Figure 1. Routed metal per tile.
(1.5 px per µm) The die is cut into 35 by 35 equal tiles; dark purple is low, yellow is high, scaled to the fullest tile. Values are wire area over tile area, all layers added.
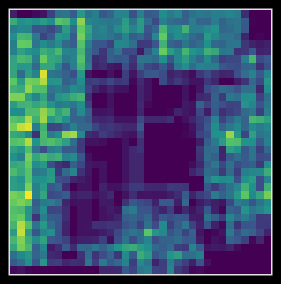
Figure 2. Routed metal, one color a layer.
(2 px per µm) Two of the layers only.
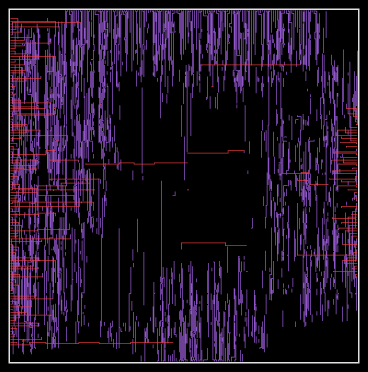
Figure 3. Cells by drive strength.
(2 px per µm)
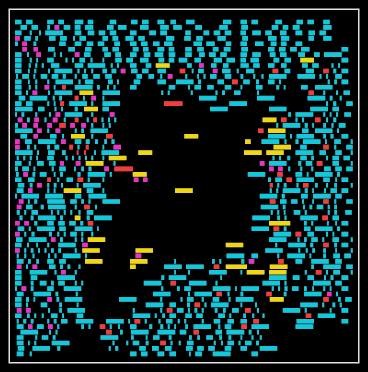
Figure 4. Gate-type map.
(2 px per µm)
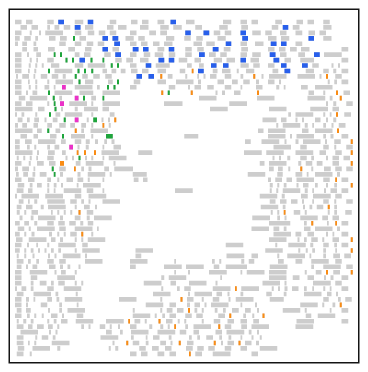
File: src/rtl/ahb_arbiter_pkg.sv
// p_hardisc: shared AHB constants and response-buffer entry type used by ahb_arbiter
package p_hardisc;

    localparam logic [1:0] HTRANS_IDLE   = 2'b00;
    localparam logic [1:0] HTRANS_NONSEQ = 2'b10;
    localparam int         CSUM_W        = 7;

    // control half of a parked response; the data word is sized by the instance
    typedef struct packed {
        logic              full;
        logic              resp;
        logic [CSUM_W-1:0] csum;
    } rsp_buf_t;

endpackage

File: src/rtl/ahb_arbiter_picker.sv
// arbiter_picker: one-hot winner among masked requests, highest priority starting at ptr
module arbiter_picker #(
    parameter int N  = 2,
    parameter int IW = 1
) (
    input  logic [N-1:0]  req,
    input  logic [N-1:0]  mask,
    input  logic [IW-1:0] ptr,
    output logic [N-1:0]  grant
);

    logic [IW-1:0] k;

    // scan offsets from farthest to nearest so the candidate closest to ptr is written last
    always_comb begin
        grant = '0;
        k     = '0;
        for (int i = N - 1; i >= 0; i--) begin
            k     = IW'((int'(ptr) + i) % N);
            grant = (req[k] && mask[k]) ? N'(1) << k : grant;
        end
    end

endmodule

File: src/rtl/ahb_arbiter.sv
// ahb_arbiter: N-to-1 AHB-Lite arbiter with zero-latency grant and per-channel response buffer
// Define ARB_ROUND_ROBIN_EN for round-robin arbitration; otherwise fixed priority (ch0 highest).
module ahb_arbiter
    import p_hardisc::*;
#(
    parameter int CHANNELS = 2,
    parameter int ADDR_W   = 32,
    parameter int DATA_W   = 32
) (
    input  logic                            s_clk_i,
    input  logic                            s_resetn_i,
    input  logic [CHANNELS-1:0][ADDR_W-1:0] s_m_haddr_i,
    input  logic [CHANNELS-1:0][1:0]        s_m_htrans_i,
    input  logic [CHANNELS-1:0]             s_m_hwrite_i,
    input  logic [CHANNELS-1:0][2:0]        s_m_hsize_i,
    input  logic [CHANNELS-1:0]             s_m_hmastlock_i,
    input  logic [CHANNELS-1:0][DATA_W-1:0] s_m_hwdata_i,
    input  logic [CHANNELS-1:0][CSUM_W-1:0] s_m_hwchecksum_i,
    output logic [CHANNELS-1:0][DATA_W-1:0] s_m_hrdata_o,
    output logic [CHANNELS-1:0][CSUM_W-1:0] s_m_hrchecksum_o,
    output logic [CHANNELS-1:0]             s_m_hready_o,
    output logic [CHANNELS-1:0]             s_m_hresp_o,
    output logic [ADDR_W-1:0]               s_haddr_o,
    output logic [1:0]                      s_htrans_o,
    output logic                            s_hwrite_o,
    output logic [2:0]                      s_hsize_o,
    output logic                            s_hmastlock_o,
    output logic [DATA_W-1:0]               s_hwdata_o,
    output logic [CSUM_W-1:0]               s_hwchecksum_o,
    input  logic [DATA_W-1:0]               s_hrdata_i,
    input  logic [CSUM_W-1:0]               s_hrchecksum_i,
    input  logic                            s_hready_i,
    input  logic                            s_hresp_i,
    output logic [CHANNELS-1:0]             s_grant_o
);

    localparam int IW = CHANNELS > 1 ? $clog2(CHANNELS) : 1;

    logic [CHANNELS-1:0] req, mask, owned;
    logic [IW-1:0]       gi, ptr, dp_owner;
    logic                gnt, dp_valid, lock_q;
    logic [ADDR_W-1:0]   haddr_q;

    assign mask = lock_q ? CHANNELS'(1) << dp_owner : '1;
    assign gnt  = |s_grant_o;

    arbiter_picker #(.N(CHANNELS), .IW(IW)) u_picker (
        .req   (req),
        .mask  (mask),
        .ptr   (ptr),
        .grant (s_grant_o)
    );

    // binary index of the one-hot grant
    always_comb begin
        gi = '0;
        for (int i = 0; i < CHANNELS; i++) gi = s_grant_o[i] ? IW'(i) : gi;
    end

`ifdef ARB_ROUND_ROBIN_EN
    // rotate priority past the winner each time an address phase is accepted
    always_ff @(posedge s_clk_i or negedge s_resetn_i)
        if (!s_resetn_i) ptr <= '0;
        else if (s_hready_i && gnt) ptr <= IW'((int'(gi) + 1) % CHANNELS);
`else
    assign ptr = '0;
`endif

    // granted master drives the address phase directly; an idle bus parks on the last address
    always_comb begin
        s_htrans_o     = gnt ? s_m_htrans_i[gi] : HTRANS_IDLE;
        s_haddr_o      = gnt ? s_m_haddr_i[gi] : haddr_q;
        s_hwrite_o     = gnt && s_m_hwrite_i[gi];
        s_hsize_o      = gnt ? s_m_hsize_i[gi] : 3'd0;
        s_hmastlock_o  = gnt && s_m_hmastlock_i[gi];
        s_hwdata_o     = dp_valid ? s_m_hwdata_i[dp_owner] : '0;
        s_hwchecksum_o = dp_valid ? s_m_hwchecksum_i[dp_owner] : '0;
    end

    // accepted address phase becomes the data phase; an idle bus also releases any lock
    always_ff @(posedge s_clk_i or negedge s_resetn_i)
        if (!s_resetn_i) begin
            dp_valid <= 1'b0;
            dp_owner <= '0;
            lock_q   <= 1'b0;
            haddr_q  <= '0;
        end else begin
            if (gnt) haddr_q <= s_haddr_o;
            if (s_hready_i) begin
                dp_valid <= gnt;
                dp_owner <= gnt ? gi : dp_owner;
                lock_q   <= gnt && s_m_hmastlock_i[gi];
            end
        end

    for (genvar c = 0; c < CHANNELS; c++) begin : g_ch
        rsp_buf_t          ent;
        logic [DATA_W-1:0] ent_data;
        logic              cap;
        assign req[c]              = |(s_m_htrans_i[c] & HTRANS_NONSEQ);
        assign owned[c]            = dp_valid && dp_owner == IW'(c);
        assign cap                 = owned[c] && s_hready_i && req[c] && !s_grant_o[c];
        assign s_m_hready_o[c]     = owned[c] ? s_hready_i && (!req[c] || s_grant_o[c])
                                              : !req[c] || (s_grant_o[c] && s_hready_i);
        assign s_m_hrdata_o[c]     = ent.full ? ent_data : s_hrdata_i;
        assign s_m_hrchecksum_o[c] = ent.full ? ent.csum : s_hrchecksum_i;
        assign s_m_hresp_o[c]      = ent.full ? ent.resp : owned[c] && s_hresp_i;
        // park the response of an owner that lost the next address phase until it is accepted
        always_ff @(posedge s_clk_i or negedge s_resetn_i)
            if (!s_resetn_i) begin
                ent      <= '0;
                ent_data <= '0;
            end else if (cap) begin
                ent      <= '{full: 1'b1, resp: s_hresp_i, csum: s_hrchecksum_i};
                ent_data <= s_hrdata_i;
            end else if (ent.full && s_m_hready_o[c]) begin
                ent.full <= 1'b0;
            end
    end

endmodule

File: config.mk
export PLATFORM = sky130hd
export DESIGN_NAME = ahb_arbiter
export DESIGN_NICKNAME = d
export VERILOG_FILES = /design/src/rtl/ahb_arbiter_pkg.sv /design/src/rtl/ahb_arbiter_picker.sv /design/src/rtl/ahb_arbiter.sv
export SDC_FILE = /design/constraint.sdc
export NUM_CORES = 1
export LEC_CHECK = 0
export ABC_AREA = 1
export CAP_MARGIN = 15
export CELL_PAD_IN_SITES_DETAIL_PLACEMENT = 2
export CELL_PAD_IN_SITES_GLOBAL_PLACEMENT = 2
export CORE_AREA = 2 2 172 174
export DETAILED_ROUTE_END_ITERATION = 6
export DIE_AREA = 0 0 174 176
export GPL_ROUTABILITY_DRIVEN = 0
export PLACE_DENSITY = 0.92
export SLEW_MARGIN = 40
export SYNTH_ARGS = -nofsm -noshare
export SYNTH_HDL_FRONTEND = slang
export SYNTH_SLANG_ARGS = --single-unit
File: constraint.sdc
create_clock -name s_clk_i -period 3.05 [get_ports s_clk_i]
set_clock_uncertainty 0.1 [all_clocks]
set_input_delay 0.61 -clock s_clk_i [delete_from_list [all_inputs] [get_ports s_clk_i]]
set_output_delay 0.61 -clock s_clk_i [all_outputs]
set_load 0.03 [all_outputs]
==> out/qor.csv <==
metric,value,unit
GR Util met3,5.64,%
Pint,3950,µW
"Max FO, Critical Path",23,
Max Freq,342,MHz
Worst slew margin,68.9,%
clkbuf count,18,
synthesized instance count,737,
Final Critical Period,2.92,ns
Sw Ratio,35.4,%
postcts setup bufs,0,
Ys Warns,0,
Pleak,0.00517,µW
latest clock arrival within the worst-skew pair,0.41,ns
Placed Area,9780,µm²
met1 usage,20.7,%
"Period Utilization, post-route",95.8,%
CTS Buf Count,17,
r2r setup slk,1.07,ns
TAP cells,384,
CTS-repair resized insts,1,
tool warnings,26,
Die W,174,µm
CP cell instances,clkdlybuf4s50_1 > nand2_2 > nand2_1 > inv_2 > nand2_1 > nand3_1 > buf_4,
clk slew on worst S/H paths,0.06,ns
vias per cell,4.43,
Synth Area in Compound Gates,19.5,%
WP depth,7,
Top cells excl fill/tap,"clkdlybuf4s50_1, nand2_1, dfrtp_1, o21ai_0, buf_4",
clk buf depth,2,
Pins Over Slew Limit,0,
Synth logic family,simple AND/OR/NAND/NOR gates,
Hold Path Class,in -> async,
biggest regs,"g_ch.ent_data (64), haddr_q (32), g_ch.ent (18)",
DP Cell Count,1413,
synthesis-to-layout area growth,75.4,%
Clk pwr share,33.1,%
layout cells sized above 1,14.0,%
Cell Type Count,23,
"non-filler cells, final",1445,
Util after Layout,36.6,%
Mapped Avg Cell Area,8.09,µm²
HPWL after DPL,20.9,mm
"Hold-fix buffers, CTS",0,
top-count cell post-synth,nand2_1,
total power,6120,µW
Critical-path top delay cell,clkdlybuf4s50_1,
"wirelength, routed",28.2,mm
reg2reg end,g_ch[1].ent_data[6]$_DFFE_PN0P_,
Clock Power,2030,µW
"Remaining Overflow, GRT",0,
Pre-antenna DRT Iters,4,
Critical Path Max Stage Delay,0.48,ns
Critical Path Start,s_m_htrans_i[1],
first-pass GRT wire length,43.4,mm
Dominant flop cell,dfrtp_1,
WL met2,15.0,mm
pre-CTS setup slack,0.0827,ns
Crit path buffers/inverters,3,
adder share,0,%
ys flops,117,
Synth Seq Share,49.1,%
synthesized area,5970,µm²
Comb gates,485,
xor/xnor share,0,%
RSZ-0062 raised after global routing,no,
Antenna diodes,0,
Synth mux share,0,%
drt wl/cell,19.5,µm
clk tree area frac,5.56,%
asr flop ratio synth,100,%
cell type with the largest total area,dfrtp_1,
met2 Usage GRT,33.0,%
met3 routed WL,1.75,mm
Port Buffers,360,
Die Y,176,µm
layout sequential cell count,117,
Most common cell on crit path,nand2_1,
highest routing layer actually used,met4,
worst hold slack,0.0438,ns
FP Rows,62,
initial antenna violation count,0,
PD cells,585,nW/µm²
seq pwr,2000,µW
Max power group,combinational cells,
Final WS setup,0.128,ns
Yosys chip area,5970,µm²
Max-Cap Viols,0,
main area contributors,"dfrtp_1, nand2_1, o21ai_0",
clock sink count,117,
Vias,6398,
Worst-Margin Slew,0.467,ns
"CP delay by family, top",buffers and inverters,
drt drc,0,
Biggest register,g_ch.ent_data,
final instance area,10500,µm²
initial drt markers,257,
final setup vio count,0,
layout filler cell count,3164,
max FFs per register,64,
outcome,finished clean,
Logic pwr share,34.2,%
Setup CP Type,in -> out,
FF+latch area,2930,µm²
Critical Path End,s_haddr_o[23],
worst path arrival time,2.21,ns
Comb. pwr,2090,µW
CTS tree,built,
Floorplan Nets,936,
num ports,361,
fraction of area in registers,28.0,%
r2r startpoint,dp_owner$_DFFE_PN0P_,
most frequent logic cell in the layout,clkdlybuf4s50_1,
CP required,2.34,ns
Inverters,50,
CTS Root Cell,clkbuf_16,
final hold vios,0,
vias in the first global route,7489,
Worst Setup Start Kind,input pin,
Basic Gates by Area,21.4,%
gr busiest metal,met2,
R2R cell count,8,
chip area,30600,µm²
total track usage,18.2,%
combinational share of cell area,23.4,%
Post-synth EDFFs,0,
non-clock buffer count in the final layout,377,
core area,28500,µm²
pin count of the biggest net entering global routing,57,
ANT nets after route,0,
post-route setup TNS,0,ns
Post-synth top cells,"nand2_1, dfrtp_1, o21ai_0",
Leading cell kind,non-clock buffers,
logic area,2440,µm²
fp util,20.9,%
ys cells,737,
endpoint class of the critical path,output pin,
Met1 Wirelength,11.0,mm
## Picture notes: Figure 1
emptiest ninth of the die	middle
fullest tile	0.51
nearly empty tiles	15%
mean over tiles	0.15
tiles over half the peak	17%

## Picture notes: Figure 2
color	layer	wire length
red	M3	1750 µm
purple	M2	15000 µm

## Picture notes: Figure 3
color	size	cells	most used
yellow	x6 and larger	32	clkbuf_16
cyan	x1 and smaller	912	clkdlybuf4s50_1
magenta	x3 and x4	62	buf_4
red	x2	55	o21ai_2

## Picture notes: Figure 4
color	family	cells
magenta	and/or cells	5
green	nor cells	34
blue	non-inverting ao/oa cells	39
orange	inv cells	50

Power is estimated from default activity; no workload was simulated.
